===== config.mk =====
export PLATFORM = sky130hd
export DESIGN_NAME = a_cwrx_flat
export DESIGN_NICKNAME = d
export VERILOG_FILES = /design/src/rtl/a_cwrx_if.sv /design/src/rtl/a_cwrx.sv /design/src/flat_wrapper.sv
export SDC_FILE = /design/constraint.sdc
export NUM_CORES = 1
export LEC_CHECK = 0
export CORE_MARGIN = 5
export CORE_UTILIZATION = 25
export DETAILED_ROUTE_END_ITERATION = 16
export GPL_TIMING_DRIVEN = 0
export PLACE_DENSITY_LB_ADDON = 0.12
export SYNTH_ARGS = -nofsm -noshare
export SYNTH_HDL_FRONTEND = slang
export SYNTH_SLANG_ARGS = --single-unit

===== constraint.sdc =====
create_clock -name clk -period 1.15 [get_ports clk]
set_input_delay 0.23 -clock clk [delete_from_list [all_inputs] [get_ports clk]]
set_output_delay 0.23 -clock clk [all_outputs]
set_load 0.01 [all_outputs]

===== src/rtl/a_cwrx_if.sv =====
`default_nettype none
// ============================================================================
//  Module   : a_cwrx_if
//  Brief    : Codeword valid/ready handshake bundle between receiver and decoder
//  Revision : 1.0 - initial release
// ============================================================================
interface a_cwrx_if #(
  parameter int CW_W = 9
);
  logic [CW_W-1:0] cw;
  logic            cw_valid;
  logic            cw_ready;

  modport master (
    output cw,
    output cw_valid,
    input  cw_ready
  );

  modport slave (
    input  cw,
    input  cw_valid,
    output cw_ready
  );
endinterface
`default_nettype wire


===== src/rtl/a_cwrx.sv =====
`default_nettype none
// ============================================================================
//  Module   : a_cwrx
//  Brief    : Framed 1-wire serial codeword receiver with one-word output buffer
//  Revision : 1.0 - initial release
// ============================================================================
module a_cwrx #(
  parameter int BIT_CYCLES = 4,
  parameter int CW_W       = 9
) (
  input  wire logic clk,
  input  wire logic reset_n,
  input  wire logic i_rx_in,
  a_cwrx_if.master  m_cw,
  output logic      o_frm_err,
  output logic      o_ovf,
  output logic      o_busy
);

  localparam int CNT_W = $clog2(BIT_CYCLES);
  localparam int IDX_W = $clog2(CW_W);

  localparam logic [CNT_W-1:0] c_HALF_M1 = CNT_W'(BIT_CYCLES / 2 - 1);
  localparam logic [CNT_W-1:0] c_FULL_M1 = CNT_W'(BIT_CYCLES - 1);
  localparam logic [IDX_W-1:0] c_LAST    = IDX_W'(CW_W - 1);

  typedef enum logic [1:0] {
    S_IDLE  = 2'd0,
    S_START = 2'd1,
    S_DATA  = 2'd2,
    S_STOP  = 2'd3
  } state_t;

  state_t            r_state;
  logic              r_rx_m;
  logic              r_rx_s;
  logic [CNT_W-1:0]  r_cnt;
  logic [IDX_W-1:0]  r_idx;
  logic [CW_W-1:0]   r_sreg;
  logic              r_pend;
  logic [CW_W-1:0]   r_cw;
  logic              r_cw_valid;
  logic              r_frm_err;
  logic              r_ovf;
  logic              r_busy;

  always_ff @(posedge clk) begin
    if (!reset_n) begin
      r_state    <= S_IDLE;
      r_rx_m     <= 1'b1;
      r_rx_s     <= 1'b1;
      r_cnt      <= '0;
      r_idx      <= '0;
      r_sreg     <= '0;
      r_pend     <= 1'b0;
      r_cw       <= '0;
      r_cw_valid <= 1'b0;
      r_frm_err  <= 1'b0;
      r_ovf      <= 1'b0;
      r_busy     <= 1'b0;
    end else begin
      r_rx_m    <= i_rx_in;
      r_rx_s    <= r_rx_m;
      r_frm_err <= 1'b0;
      r_ovf     <= 1'b0;
      r_pend    <= 1'b0;

      case (r_state)
        S_IDLE: begin
          if (!r_rx_s) begin
            r_state <= S_START;
            r_cnt   <= '0;
            r_busy  <= 1'b1;
          end
        end

        S_START: begin
          if (r_cnt == c_HALF_M1) begin
            r_cnt <= '0;
            if (!r_rx_s) begin
              r_state <= S_DATA;
              r_idx   <= '0;
            end else begin
              // Start bit gone by mid-bit: treat as line noise.
              r_state <= S_IDLE;
              r_busy  <= 1'b0;
            end
          end else begin
            r_cnt <= r_cnt + CNT_W'(1);
          end
        end

        S_DATA: begin
          if (r_cnt == c_FULL_M1) begin
            r_cnt  <= '0;
            r_sreg <= {r_sreg[CW_W-2:0], r_rx_s};
            r_idx  <= r_idx + IDX_W'(1);
            if (r_idx == c_LAST) begin
              r_state <= S_STOP;
            end
          end else begin
            r_cnt <= r_cnt + CNT_W'(1);
          end
        end

        S_STOP: begin
          if (r_cnt == c_FULL_M1) begin
            r_cnt   <= '0;
            r_state <= S_IDLE;
            r_busy  <= 1'b0;
            if (r_rx_s) begin
              r_pend <= 1'b1;
            end else begin
              r_frm_err <= 1'b1;
            end
          end else begin
            r_cnt <= r_cnt + CNT_W'(1);
          end
        end

        default: begin
          r_state <= S_IDLE;
          r_busy  <= 1'b0;
        end
      endcase

      // A word arriving while the buffer drains in the same cycle replaces it.
      if (r_pend) begin
        if (!r_cw_valid || m_cw.cw_ready) begin
          r_cw       <= r_sreg;
          r_cw_valid <= 1'b1;
        end else begin
          r_ovf <= 1'b1;
        end
      end else if (r_cw_valid && m_cw.cw_ready) begin
        r_cw_valid <= 1'b0;
      end
    end
  end

  assign m_cw.cw       = r_cw;
  assign m_cw.cw_valid = r_cw_valid;
  assign o_frm_err     = r_frm_err;
  assign o_ovf         = r_ovf;
  assign o_busy        = r_busy;

endmodule
`default_nettype wire

===== src/flat_wrapper.sv =====
// flat-port wrapper written by rule: the top's interface ports become plain ports
module a_cwrx_flat 
#(
  parameter int BIT_CYCLES = 4,
  parameter int CW_W       = 9
)
  (clk, reset_n, i_rx_in, o_frm_err, o_ovf, o_busy, m_cw_cw, m_cw_cw_valid, m_cw_cw_ready);
  a_cwrx_if #(.CW_W(CW_W)) m_cw_i ();
  input  wire logic clk;
  input  wire logic reset_n;
  input  wire logic i_rx_in;
  output logic o_frm_err;
  output logic o_ovf;
  output logic o_busy;
  output wire logic [$bits(m_cw_i.cw)-1:0] m_cw_cw;
  output wire logic [$bits(m_cw_i.cw_valid)-1:0] m_cw_cw_valid;
  input wire logic [$bits(m_cw_i.cw_ready)-1:0] m_cw_cw_ready;
  assign m_cw_cw = m_cw_i.cw;
  assign m_cw_cw_valid = m_cw_i.cw_valid;
  assign m_cw_i.cw_ready = m_cw_cw_ready;
  a_cwrx #(.BIT_CYCLES(BIT_CYCLES), .CW_W(CW_W)) u_core (.clk(clk), .reset_n(reset_n), .i_rx_in(i_rx_in), .m_cw(m_cw_i), .o_frm_err(o_frm_err), .o_ovf(o_ovf), .o_busy(o_busy));
endmodule

==> qor.tcl <==
set qor(report.final.slew_viol_count) 0
set qor(count_of_flip_flops_with_a_built_in_enable_after_synthesis) 0
set qor(ys_top_cells_by_area) {sky130_fd_sc_hd__dfxtp_1, sky130_fd_sc_hd__a21oi_1, sky130_fd_sc_hd__nand2_1, sky130_fd_sc_hd__o21ai_0, sky130_fd_sc_hd__ha_1}
set qor(power_attributed_to_sequential_cells_mw) 1.15
set qor(critical_path_required_ps) 1360
set qor(chip_area_um2) 6860
set qor(setup.worst_path.start_class) {flop}
set qor(wl_met3_um) 140
set qor(viasPerCell) 4.51
set qor(maxSlewHeadroom_pct) 78.7
set qor(synth.cell_area_um2) 1330
set qor(worst_hold_path_type) {in2reg}
set qor(p_switching_mw) 0.524
set qor(p_leak_nw) 0.710
set qor(syn-instance-count) 157
set qor(synth-cells-yosys) 157
set qor(syn-mean-instance-area_um2) 8.44
set qor(sequential_power_share_pct) 50.7
set qor(finalWorstSetupSlack_ps) -48.1
set qor(post_synth_num_cell_types) 26
set qor(yosys.stat.seqShare_pct) 49.9
set qor(rsz0062_at_grt) {true}
set qor(min_period_ps) 1200
set qor(ys_sh_adder_pct) 4.72
set qor(finalSetupViolCount) 12
set qor(crit_path_max_incr_delay_ps) 380
set qor(drcViolationCount) 0
set qor(placement_rows) 26
set qor(mostFrequentLayoutCell) {sky130_fd_sc_hd__dfxtp_1}
set qor(fp.dieH_um) 82.8
set qor(top_usage_layer) {met2}
set qor(yosysWarnings) 0
set qor(max_slew.worst_pin.slew_ps) 320
set qor(comb-power_mw) 0.0962
set qor(antenna_found_initial) 0
set qor(xor_share_pct) 0
set qor(io_buffers) 16
set qor(number_of_inserted_diodes) 0
set qor(top_cell) {sky130_fd_sc_hd__dfxtp_1}
set qor(place_hpwl_um) 2180
set qor(power.ir.vdd_worst_mv) 0.461
set qor(grt_pass1_wl_um) 5460
set qor(groute.layer.met2.usage_pct) 16.2
set qor(use_met3_pct) 3.47
set qor(leading_area_contributor_after_synthesis) {sky130_fd_sc_hd__dfxtp_1}
set qor(worstSetupEndpointType) {flop}
set qor(reported_clock_group_power_mw) 1.03
set qor(floorplan.initialDensity_pct) 25.8
set qor(dominant_combinational_family) {simple AND/OR/NAND/NOR gates}
set qor(synth.yosys.chip_area_um2) 1330
set qor(max_clock_freq_mhz) 835
set qor(finalHoldViolCount) 0
set qor(final_nets) 196
set qor(power_per_cell_area_nw_per_um2) 1210
set qor(numCtsBuffers) 5
set qor(ff_latch_area_um2) 674
set qor(io-pin-count) 17
set qor(timing.critical_path.cells) {ha_4 -> and3b_2 -> buf_6 -> nand2_1 -> a21oi_2}
set qor(failed_checks) {setup timing}
set qor(postSynth.topFlopCell) {sky130_fd_sc_hd__dfxtp_1}
set qor(routed_length_per_placed_instance_um) 12.2
set qor(clkSlewWorstSetupHoldPaths_ps) 80
set qor(maxPowerGroup) {sequential cells}
set qor(clock_tree.root_cell) {sky130_fd_sc_hd__clkbuf_8}
set qor(dp_worst_slack_ps) -511
set qor(openroad_warning_count) 31
set qor(p_int_mw) 1.75
set qor(run_status) {finished with violations}
set qor(fp_nets) 166
set qor(master_of_the_slowest_instance_on_the_critical_path) {sky130_fd_sc_hd__dfxtp_4}
set qor(max-cap-violations) 0
set qor(finalWeightedCongestion) 0.745
[through the flow]
stage | util (%) | area [µm²] | power (mW) | TNS (ps)
after floorplan | - | 1340 | 1.23 | 0
after global placement | 31.0 | 1590 | 1.26 | -10760
after detailed placement | 31.0 | 1590 | 1.26 | -11260
after CTS | 35.6 | 1830 | 2.29 | -205
after global routing | 36.5 | 1870 | 2.36 | -1450
final | 36.5 | 1870 | 2.28 | -319
[worst paths after layout]
| path | start | to | slack, ps | depth (start not counted) |
|---|---|---|---|---|
| setup / recovery | u_core.r_cnt[1] | u_core.r_idx[1] | -50 | 5 |
| hold / removal | reset_n | u_core.r_rx_s | 410 | 2 |
| setup reg to reg | u_core.r_cnt[1] | u_core.r_idx[1] | -50 | 5 |
| hold reg to reg | u_core.r_rx_m | u_core.r_rx_s | 410 | 1 |
[worst max-delay path: cells and delay by family (launching register included)]
kind	cells	cell delay [ps]
adder cells (fa/ha/maj)	1	170
flip-flops	1	380
AND/OR/NAND/NOR	2	310
buffers and inverters	1	150
AND-OR/OR-AND	1	110
[cell type report]
cell class	count	share of cell area, %
multi-input combinational	106	36.8
sequential	33	36.0
timing repair buffer	23	10.7
clock buffer	6	5.01
tap	70	4.67
buffer	9	4.14
inverter	9	1.80
clock inverter	2	0.868
[repair_timing]
action | CTS | global route
endpoints found under the setup margin | 41 | 33
cloned | 1 | 0
buffers inserted | 6 | 0
resized | 47 | 28
pin swaps | 8 | 6
[kinds of logic (layout without fill, tap and decap cells)]
family / count (synthesis) / after routing
and+or+nand+nor: 55 / 55
AOI/OAI and AO/OA: 46 / 46
DFF: 33 / 33
buffers and inverters: 18 / 49
adders and majority gates: 5 / 5
Figure 1. Cells by drive strength.
Scale bar: 20 µm.
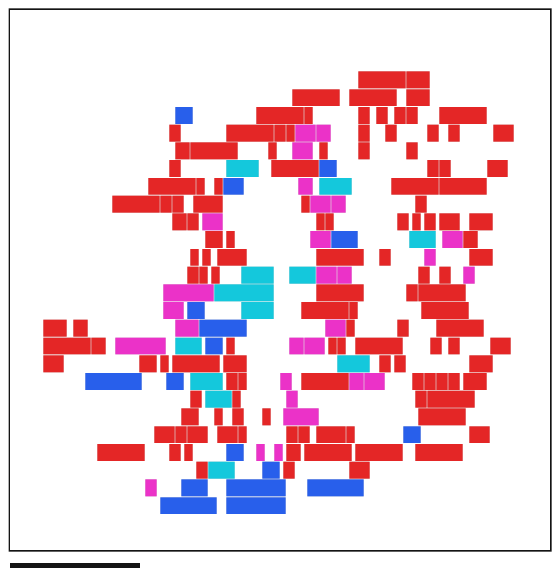
legend:
  red:
    size: x1 and smaller
    cells: 131
  magenta:
    size: x2
    cells: 28
  blue:
    size: x3 and x4
    cells: 17
  cyan:
    size: x6 and larger
    cells: 12

Figure 2. Clock wiring as the flow saved it.
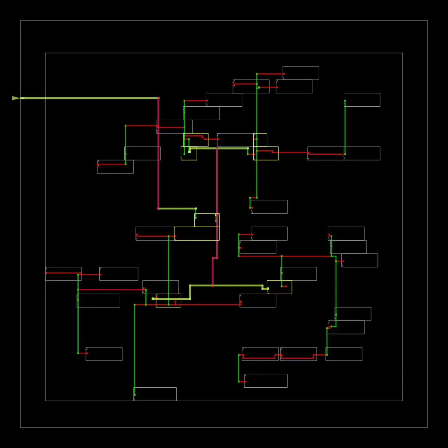
clk latency late pin: 290 ps
final sequential cell count: 33
final worst clock skew: 15.2 ps
clk sink count: 33

Figure 3. Where the registers sit.
Scale bar: 20 µm. Other sequential cells in the stronger grey, the rest of the logic in the fainter grey.
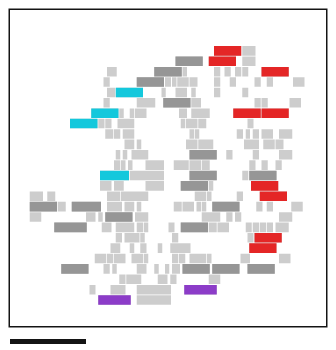
legend:
  red:
    signal: `u_core.m_cw.cw`
    flops: 9
  cyan:
    signal: `u_core.r_idx`
    flops: 4
  purple:
    signal: `u_core.r_cnt`
    flops: 2
not coloured: 18

Power figures rest on the tool's default switching activity, not on a simulated workload.
